File: src/rtl/booth_seq_mul32.sv
// Sequential radix-4 Booth multiplier, 32x32 -> low 64 bits, one Booth digit per clock.
// Optional signed/unsigned mode input under macro BOOTH_SIGN_CTRL_EN (default: always signed).
module booth_seq_mul32 (
  input  logic        clk,
  input  logic        rst_n,
  input  logic        in_valid,
  output logic        in_ready,
  input  logic [31:0] a,
  input  logic [31:0] b,
  output logic        out_valid,
  input  logic        out_ready,
  output logic [63:0] product,
  output logic        busy
`ifdef BOOTH_SIGN_CTRL_EN
  ,
  input  logic        is_signed
`endif
);

  typedef enum logic [1:0] {IDLE, CALC, DONE} state_t;

  state_t      state;
  logic [33:0] a_x;
  logic [34:0] b_sh;
  logic        mode;
  logic [65:0] acc;
  logic [4:0]  k;

  logic        accept_mode;
  logic        ext_a;
  logic        ext_b;
  logic [65:0] a_66;
  logic [65:0] mag;
  logic        neg;
  logic [65:0] pp_bits;
  logic [65:0] acc_next;
  logic        last_iter;

`ifdef BOOTH_SIGN_CTRL_EN
  assign accept_mode = is_signed;
`else
  assign accept_mode = 1'b1;
`endif

  assign ext_a = accept_mode & a[31];
  assign ext_b = accept_mode & b[31];
  assign a_66  = {{32{a_x[33]}}, a_x};

  // b_sh[2:0] is always the current triplet; the appended zero is b[-1].
  always_comb begin
    mag = '0;
    neg = 1'b0;
    case (b_sh[2:0])
      3'b001, 3'b010: mag = a_66;
      3'b011:         mag = a_66 << 1;
      3'b100: begin
        mag = a_66 << 1;
        neg = 1'b1;
      end
      3'b101, 3'b110: begin
        mag = a_66;
        neg = 1'b1;
      end
      default: mag = '0;
    endcase
    // Negation: ones' complement here, carry-in added at the same weight below.
    pp_bits  = neg ? ~mag : mag;
    acc_next = acc + (pp_bits << {k, 1'b0}) + ({65'd0, neg} << {k, 1'b0});
  end

  assign last_iter = mode ? (k == 5'd15) : (k == 5'd16);

  always_ff @(posedge clk or negedge rst_n) begin
    if (!rst_n) begin
      state     <= IDLE;
      a_x       <= '0;
      b_sh      <= '0;
      mode      <= 1'b1;
      acc       <= '0;
      k         <= '0;
      product   <= '0;
      in_ready  <= 1'b1;
      out_valid <= 1'b0;
      busy      <= 1'b0;
    end else begin
      case (state)
        IDLE: begin
          if (in_valid) begin
            a_x      <= {ext_a, ext_a, a};
            b_sh     <= {ext_b, ext_b, b, 1'b0};
            mode     <= accept_mode;
            acc      <= '0;
            k        <= '0;
            in_ready <= 1'b0;
            busy     <= 1'b1;
            state    <= CALC;
          end
        end
        CALC: begin
          acc  <= acc_next;
          k    <= k + 5'd1;
          b_sh <= {b_sh[34], b_sh[34], b_sh[34:2]};
          if (last_iter) begin
            product   <= acc_next[63:0];
            out_valid <= 1'b1;
            state     <= DONE;
          end
        end
        DONE: begin
          if (out_ready) begin
            out_valid <= 1'b0;
            in_ready  <= 1'b1;
            busy      <= 1'b0;
            state     <= IDLE;
          end
        end
        default: begin
          state     <= IDLE;
          in_ready  <= 1'b1;
          out_valid <= 1'b0;
          busy      <= 1'b0;
        end
      endcase
    end
  end

endmodule

File: config.mk
export PLATFORM = sky130hd
export DESIGN_NAME = booth_seq_mul32
export DESIGN_NICKNAME = d
export VERILOG_FILES = /design/src/rtl/booth_seq_mul32.sv
export SDC_FILE = /design/constraint.sdc
export NUM_CORES = 1
export LEC_CHECK = 0
export CAP_MARGIN = 10
export CORE_UTILIZATION = 25
export CTS_BUF_LIST = sky130_fd_sc_hd__clkbuf_4 sky130_fd_sc_hd__clkbuf_8 sky130_fd_sc_hd__clkbuf_16
export CTS_CLUSTER_DIAMETER = 30
export CTS_CLUSTER_SIZE = 25
export DETAILED_ROUTE_END_ITERATION = 12
export PLACE_DENSITY = 0.48
export RECOVER_POWER = 25
export SKIP_CTS_REPAIR_TIMING = 1
export SYNTH_ARGS = -nofsm -noshare
export SYNTH_HDL_FRONTEND = slang
export SYNTH_SLANG_ARGS = --single-unit
File: constraint.sdc
create_clock -name clk -period 9.1 [get_ports clk]
set_input_delay 1.365 -clock clk [delete_from_list [all_inputs] [get_ports clk]]
set_output_delay 1.365 -clock clk [all_outputs]
set_load 0.01 [all_outputs]
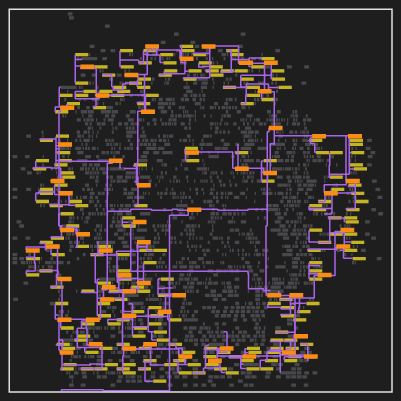
Run 1: clock network drawn from the DEF
(1.5 px per um)
Key: yellow = flip-flops [count 204]; purple = clock wires [length 4240 um]; orange = cells driving clock nets [count 59]
There are 60 routed clock nets. Position of the flops: widely spread.

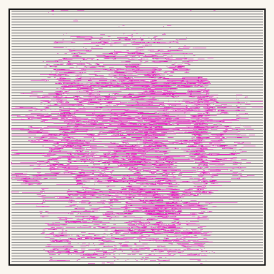
Run 1: metal 1
(1 px per um) Supply wires on this layer in gray.
2041 nets have wire on it. The longest straight run is 82.8 um.

==> job_summary.md, run 1 <==
### Metrics collected by this job

| Metric | Value |
|---|---|
| Run status | `finished, violations left` |
| Failing checks | `max-capacitance violations, max-slew violations` |
| Clock buf/inv share | `0.1118` |
| DRT Pass-1 Iters | `7` |
| Net count, final | `approximately 2200` |
| Setup tns final | `0 ns` |
| Actual slew at the worst max-slew pin | `~4.3 ns` |
| Top Registers | `acc (64), product (64), b_sh (34)` |
| FF-to-FF setup slack | `1.20 ns` |
| Hold Path Depth | `2` |
| Simple Share, Synth | `0.1649` |
| Diode count | `0` |
| Worst Setup EP | `product[63]` |
| YS chip area | `about 16000 um2` |
| Die Y-Extent | `about 250 um` |
| Fmax | `126.6 MHz` |
| Hold EP | `b_sh[15]` |
| Top layer in use | `met4` |
| Cell type with the largest total area | `dfrtp_1` |
| Worst setup margin | `1.203 ns` |
| WP buf/inv | `2` |
| Mux area share | `0.08588` |
| Min Tclk post-route | `about 7.9 ns` |
| Util after Layout | `0.3196` |
| Clock latency on the worst-skew pair | `roughly 0.63 ns` |
| Die Width | `around 250 um` |
| Non-clock buffering overhead | `0.07149` |
| Clock Pin Slew Worst Setup and Hold Paths | `0.04 ns` |
| Max-cap violations | `4` |
| Total wire length | `~55000 um` |
| FF/Latch Area | `5110 um2` |
| Dominant kind of combinational cell | `AND-OR/OR-AND gates` |
| Seq_cells | `204` |
| Signal inverters | `about 71` |
| Synth Instances | `1887` |
| Max-slew violation count | `257` |
| Fill count | `around 6600` |
| Critical path class | `register to register` |
| Taps Inserted | `between 800 and 900` |
| First-pass GRT wire length | `~86000 um` |
| Clock Sinks | `between 200 and 250` |
| Sequential share of cell area | `0.2539` |
| CP delay by family, top | `AND-OR/OR-AND gates` |
| Total track usage | `0.1724` |
| Plain + repair buffers | `approximately 150` |
| Largest class | `combinational gates` |
| Ys cells | `about 1900` |
| Flip-flops with a built-in enable | `0` |
| H-tree levels | `2` |
| Post-Synthesis Cell Area | `~16000 um2` |
| Routed length per instance | `19.22 um` |
| Origin of the critical flop-to-flop path | `k[0]` |
| Most used cell, CP | `nand2_1` |
| Worst-case clock buffer depth | `3` |
| Ports | `between 100 and 150` |
| Design area | `20130 um2` |
| Total die size | `between 60000 and 70000 um2` |
| Synthesized Nets | `2083` |
| CP Max Fanout | `between 40 and 50` |
| HPWL after DPL | `just over 40000 um` |
| Adder Area Share | `0.1163` |
| Met3 routed WL | `roughly 2500 um` |
| Starting DRT DRC Count | `approximately 1100` |
| Total core area | `62970 um2` |
| Slowest stage cell, crit path | `clkbuf_1` |
| Hold Path Origin | `b_sh[17]` |
| Clock Root Buffer | `clkbuf_16` |
| Req. time, crit path | `~9.6 ns` |
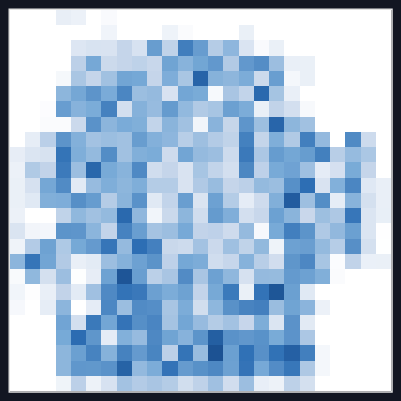
Run 1: cell area per tile
(1.5 px per um) The die is cut into 25 by 25 equal tiles; white is low, dark blue is high, 0 to 100% covered.
The emptiest ninth of the die: upper right. The mean over all tiles is 30%. 25% of the tiles are nearly empty. The fullest tile reaches 86%. 2.2% of the tiles are over 75% full.

[run 1: cells in the mapped netlist (13+ instances only)]
| master | number |
|---|---|
| nand2_1 | 279 |
| dfrtp_1 | 203 |
| o21ai_0 | 169 |
| nor2_1 | 128 |
| a21oi_1 | 125 |
| clkbuf_1 | 116 |
| ha_1 | 95 |
| mux2i_1 | 73 |
| inv_1 | 68 |
| o22ai_1 | 61 |
| mux2_2 | 53 |
| xnor2_1 | 48 |
| xor2_1 | 43 |
| a21o_1 | 38 |
| nand3_1 | 36 |
| fa_1 | 33 |
| nand4_1 | 29 |
| and2_1 | 16 |
| nand4b_1 | 16 |
| nor3_1 | 16 |
| o21ai_1 | 16 |
| o221ai_1 | 16 |
| nand2b_1 | 15 |
| a211oi_1 | 13 |
| a22oi_1 | 13 |
| a31oi_1 | 13 |
| buf_1 | 13 |
==> inputs of run 2 (changes only) <==
--- a/config.mk
+++ b/config.mk
@@ -5,13 +5,14 @@
 export SDC_FILE = /design/constraint.sdc
 export NUM_CORES = 1
 export LEC_CHECK = 0
+export ABC_AREA = 1
 export CAP_MARGIN = 10
-export CORE_UTILIZATION = 25
+export CORE_UTILIZATION = 34
 export CTS_BUF_LIST = sky130_fd_sc_hd__clkbuf_4 sky130_fd_sc_hd__clkbuf_8 sky130_fd_sc_hd__clkbuf_16
 export CTS_CLUSTER_DIAMETER = 30
 export CTS_CLUSTER_SIZE = 25
 export DETAILED_ROUTE_END_ITERATION = 12
-export PLACE_DENSITY = 0.48
+export PLACE_DENSITY = 0.58
 export RECOVER_POWER = 25
 export SKIP_CTS_REPAIR_TIMING = 1
 export SYNTH_ARGS = -nofsm -noshare
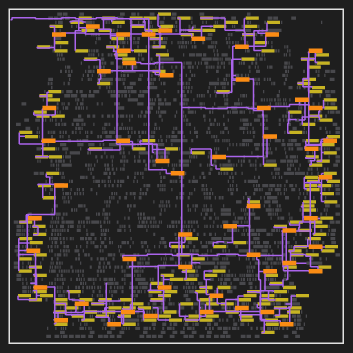
Run 2: clock network drawn from the DEF
(1.5 px per um)
Key: orange = cells driving clock nets [count 54]; yellow = flip-flops [count 204]; purple = clock wires [length 3860 um]
Position of the flops: widely spread.

==> run 2 against run 1 <==
Against the previous run:
- the flow finishes with violations (design-rule violations, max-capacitance violations, max-slew violations)
- utilization grew 10 points
- sequential share of layout area fell by 0.14 points
- clock skew decreased by 0.022 ns
- worst hold slack gained 0.0041 ns
- via count rose by 17%
- register-to-register slack better by 1.5 ns
- die size fell by 24%
- critical path type unchanged
==> job_summary.md, run 2 <==
### Metrics collected by this job

| Metric | Value |
|---|---|
| Run status | `finished, violations left` |
| Failing checks | `design-rule violations, max-capacitance violations, max-slew violations` |
| Met2 GRT Util | `0.4024` |
| Core Rows | `around 80` |
| Non-clock buffering overhead | `0.07405 (+0.002558)` |
| Largest net degree at the start of global routing | `~86` |
| Critical path endpoint category | `register` |
| Worst setup margin | `2.700 ns (+1.498 ns)` |
| Syn_area_per_cell | `between 7 and 8 um2` |
| Most used logic cell in the final layout | `nand2_1` |
| Origin of the critical flop-to-flop path | `b_sh[1]` |
| Mux area share | `0.001829 (-0.08405)` |
| Reg2reg path depth | `26` |
| Simple Share, Synth | `0.2958 (+0.1309)` |
| Total core area | `47650 um2 (-24%)` |
| Cell type with the largest total area | `dfrtp_1` |
| Top cells by area | `dfrtp_1, nand2_1, ha_1` |
| Final Hold Vio Count | `0` |
| Design area | `20230 um2 (+0.49%)` |
| Min Tclk post-route | `6.400 ns (-1.498 ns)` |
| Pre-CTS setup slack | `around 3 ns` |
| Clock latency on the worst-skew pair | `0.59 ns (-0.04 ns)` |
| Vias in the first global route | `16385` |
| CP Max Fanout | `31 (-34%)` |
| Clock buffer count | `roughly 66` |
| M1 WL | `~29000 um` |
| Clock Root Buffer | `clkbuf_16` |
| FP Util | `0.3445` |
| Ys cells | `2338 (+24%)` |
| Slowest stage cell, crit path | `o21ai_2` |
| Dpl cell area | `18190 um2` |
| Most numerous cell in the Yosys netlist | `nand2_1` |
| Commonest cells post-synth | `nand2_1, inv_1, dfrtp_1` |
| DRT Pass-1 Iters | `9 (+2)` |
| H-tree levels | `2 (unchanged)` |
| FF-to-FF setup slack | `2.70 ns (+1.50 ns)` |
| FF/Latch Area | `5107 um2 (about the same)` |
| CP delay by family, top | `simple AND/OR/NAND/NOR gates` |
| Req. time, crit path | `9.57 ns (-0.02 ns)` |
| Setup tns final | `0 ns (unchanged)` |
| Synth Instances | `2338 (+24%)` |
| Fmax | `156.3 MHz (+23%)` |
| Post-detailed-route DRC marker count | `1` |
| Signal inverters | `231 (+230%)` |
| Total grt overflow | `0` |
| Met3 routed WL | `3408 um (+36%)` |
| Hold Path Origin | `acc[60]` |
| Ports | `135 (unchanged)` |
| Critical path class | `register to register` |
| Most instantiated logic cells after routing | `nand2_1, inv_1, dfrtp_1, nand3_1, o21ai_0` |
| Clock Sinks | `204 (unchanged)` |
| Ys flop type | `dfrtp_1` |
| Clock buffer count from CTS | `roughly 54` |
| First-pass GRT wire length | `97350 um (+13%)` |
| Clock Pin Slew Worst Setup and Hold Paths | `0.05 ns (about the same)` |
| Plain + repair buffers | `156 (+4.7%)` |
| Hold Path Depth | `2 (unchanged)` |
| Hold EP | `acc[60]` |
| Die Y-Extent | `221.7 um (-13%)` |
| Synthesized Nets | `2534 (+22%)` |
| P&R area growth vs syn | `23.21%` |
| Actual slew at the worst max-slew pin | `3.166 ns (-1.159 ns)` |
| Met2 wire len | `27680 um` |
| Synth Warn # | `0` |
| Adder Area Share | `0.1127 (-0.003689)` |
| Net count, final | `2634 (+22%)` |
| Synth top area share | `0.3095` |
| Fraction of registers with async set/reset | `1.000` |
| Post-Synthesis Cell Area | `16420 um2 (+3.3%)` |
| CTS tree | `yes` |
| Sequential fraction of the synthesis area | `0.3111` |
| Tool Warnings | `26` |
| Flip-flops with a built-in enable | `0 (unchanged)` |
| YS chip area | `16420 um2 (+3.3%)` |
| Max-slew violation count | `58 (-77%)` |
| Top layer in use | `met4` |
| Clock buf/inv share | `0.1011 (-0.01075)` |
| Taps Inserted | `615 (-27%)` |
| Diode count | `0 (unchanged)` |
| Unique cell types | `~61` |
| Top Registers | `acc (64), product (64), b_sh (34)` |
| Critical Path Max Stage Delay | `0.96 ns` |
| Layout Skew | `0.01444 ns` |
| Sequential share of cell area | `0.2525 (-0.001364)` |
| Starting DRT DRC Count | `1211 (+6.4%)` |
| HPWL after DPL | `47890 um (+16%)` |
| Util after Layout | `0.4245 (+0.1049)` |
| Total die size | `49160 um2 (-24%)` |
| Seq_cells | `204 (unchanged)` |
| Final Wtd Congestion | `0.9531` |
| WP buf/inv | `3 (+1)` |
| Worst-case clock buffer depth | `3 (unchanged)` |
| Dominant kind of combinational cell | `simple AND/OR/NAND/NOR gates` |
| Total wire length | `62340 um (+14%)` |
| Inst Count DP | `about 3000` |
| Crit share post-route | `0.7033` |
| Vias per inst | `5.313` |
| Fill count | `4986 (-24%)` |
| Max-cap violations | `1 (-3)` |
| Most used cell, CP | `nand2_1` |
| Total track usage | `0.2568 (+0.08438)` |
| Die Width | `221.7 um (-13%)` |
| Initial antenna violation count | `0` |
| Largest class | `combinational gates` |
| Final Setup Violations | `0` |
| Relative slew slack | `-1.111` |
| Routed length per instance | `20.12 um (+4.7%)` |
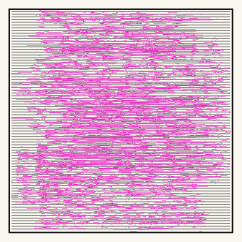
Run 2: metal 1
(1 px per um) Supply wires on this layer in gray.
2512 nets have wire on it. The layer holds 47% of the routed length. The wires run mostly horizontal. The layer carries 29.1 mm of wire.

## run 2: netlist changes by cell type in the layout (fill, tap and decap cells not counted), moves of 27 or more
cell / change
nand2_1: +399
inv_1: +151
nand3_1: +148
mux2i_1: -70
mux2_2: -53
o21ai_1: +49
o22ai_1: -48
xnor2_1: -34
nor2_1: +30
nor3_1: +27
## run 2: worst max-delay path by stage
stage / start / cells after the start / slack, ns / endpoint
after detailed placement: k[0] / 18 / 2.99 / product[37]
after global placement: k[0] / 18 / 2.36 / product[53]
after CTS: k[0] / 18 / 2.96 / acc[37]
after global routing: b_sh[1] / 25 / 2.44 / product[53]
final: b_sh[1] / 26 / 2.70 / acc[53]
after floorplan: b_sh[0] / 30 / 4.98 / product[50]
==> inputs of run 3 (changes only) <==
==> constraint.sdc (replaced) <==
create_clock -name clk -period 6 [get_ports clk]
set_input_delay 0.9 -clock clk [delete_from_list [all_inputs] [get_ports clk]]
set_output_delay 0.9 -clock clk [all_outputs]
set_load 0.01 [all_outputs]
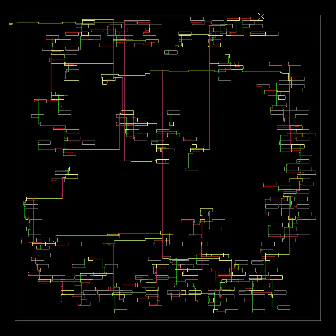
Run 3: clock nets
seq_cells: 204

==> run 3 against run 2 <==
Against the previous run:
- the flow still finishes with violations (design-rule violations, max-capacitance violations, max-slew violations)
- register-to-register slack worse by 2.3 ns
- worst hold slack better by 0.0013 ns
- synthesized area stayed put
- setup slack got worse by 2.3 ns
- clock skew about the same
- design area rose by 0.15%
- first-iteration DRC count up 25%
- critical path type unchanged
==> job_summary.md, run 3 <==
### Metrics collected by this job

| Metric | Value |
|---|---|
| Max-cap violations | `2 (+1)` |
| Clock buf/inv share | `0.09074 (-0.01035)` |
| Diode count | `2 (+2)` |
| H-tree levels | `2 (unchanged)` |
| Dominant kind of combinational cell | `simple AND/OR/NAND/NOR gates` |
| Max-slew violation count | `207 (+260%)` |
| Clock Root Buffer | `clkbuf_16` |
| Fill count | `4973 (-0.26%)` |
| Synth top area share | `0.3095 (unchanged)` |
| Slowest stage cell, crit path | `fa_1` |
| Critical Path Max Stage Delay | `0.51 ns (-0.45 ns)` |
| Die Width | `221.7 um (unchanged)` |
| Failing checks | `design-rule violations, max-capacitance violations, max-slew violations` |
| Synth Warn # | `0 (unchanged)` |
| DRT Pass-1 Iters | `9 (unchanged)` |
| Commonest cells post-synth | `nand2_1, inv_1, dfrtp_1` |
| Initial antenna violation count | `2 (+2)` |
| Signal inverters | `231 (unchanged)` |
| CP Max Fanout | `28 (-9.7%)` |
| M1 WL | `28930 um (-0.53%)` |
| Relative slew slack | `-0.8934 (+0.2175)` |
| Post-Synthesis Cell Area | `16420 um2 (unchanged)` |
| Clock buffer count from CTS | `51 (-5.6%)` |
| Most numerous cell in the Yosys netlist | `nand2_1` |
| Ys flop type | `dfrtp_1` |
| Critical path endpoint category | `register` |
| Top Registers | `acc (64), product (64), b_sh (34)` |
| Non-clock buffering overhead | `0.08487 (+0.01082)` |
| Setup tns final | `0 ns (unchanged)` |
| P&R area growth vs syn | `23.40%` |
| Final Setup Violations | `0 (unchanged)` |
| Dpl cell area | `18420 um2 (+1.3%)` |
| Clock buffer count | `60 (-9.1%)` |
| Met2 GRT Util | `0.3917 (-0.01075)` |
| Total grt overflow | `0 (unchanged)` |
| Taps Inserted | `615 (unchanged)` |
| WP buf/inv | `4 (+1)` |
| Clock latency on the worst-skew pair | `0.58 ns (about the same)` |
| Critical path class | `register to register` |
| Tool Warnings | `32 (+23%)` |
| Inst Count DP | `3023 (+0.87%)` |
| Unique cell types | `61 (unchanged)` |
| Core Rows | `80 (unchanged)` |
| Run status | `finished, violations left` |
| Post-detailed-route DRC marker count | `2 (+1)` |
| Worst setup margin | `0.4204 ns (-2.280 ns)` |
| Top layer in use | `met4` |
| Clock Sinks | `204 (unchanged)` |
| Total wire length | `62090 um (-0.39%)` |
| HPWL after DPL | `47930 um (about the same)` |
| Routed length per instance | `19.89 um (-1.2%)` |
| FF-to-FF setup slack | `0.42 ns (-2.28 ns)` |
| First-pass GRT wire length | `96980 um (-0.38%)` |
| Worst-case clock buffer depth | `3 (unchanged)` |
| Actual slew at the worst max-slew pin | `2.840 ns (-0.3262 ns)` |
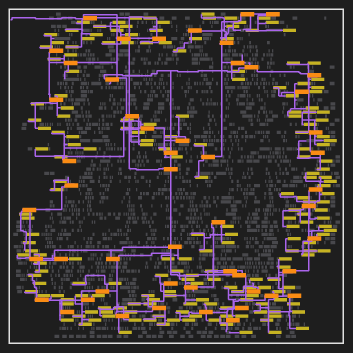
Run 3: clock network drawn from the DEF
(1.5 px per um)
Key: yellow = flip-flops [count 204]; orange = cells driving clock nets [count 51]; purple = clock wires [length 3900 um]
There are 52 routed clock nets.

==> run 3: cell count changes in the layout (fill, tap and decap cells not counted), moves of 2 or more <==
cell / before / now
clkbuf_16: 55 / 52
buf_12: 0 / 2
clkbuf_2: 0 / 2
clkinvlp_4: 2 / 6
bufinv_16: 12 / 7
buf_4: 21 / 45
diode_2: 0 / 2
clkinv_2: 6 / 4
clkbuf_8: 6 / 4
clkinv_4: 8 / 12
==> run 3: worst paths after layout <==
| kind | to | depth (start not counted) |
|---|---|---|
| setup / recovery | product[52] | 25 |
| hold / removal | product[58] | 2 |
| setup reg to reg | product[52] | 25 |
| hold reg to reg | product[58] | 2 |
| max in group asynchronous | a_x[2] | 2 |
| min in group asynchronous | product[31] | 1 |
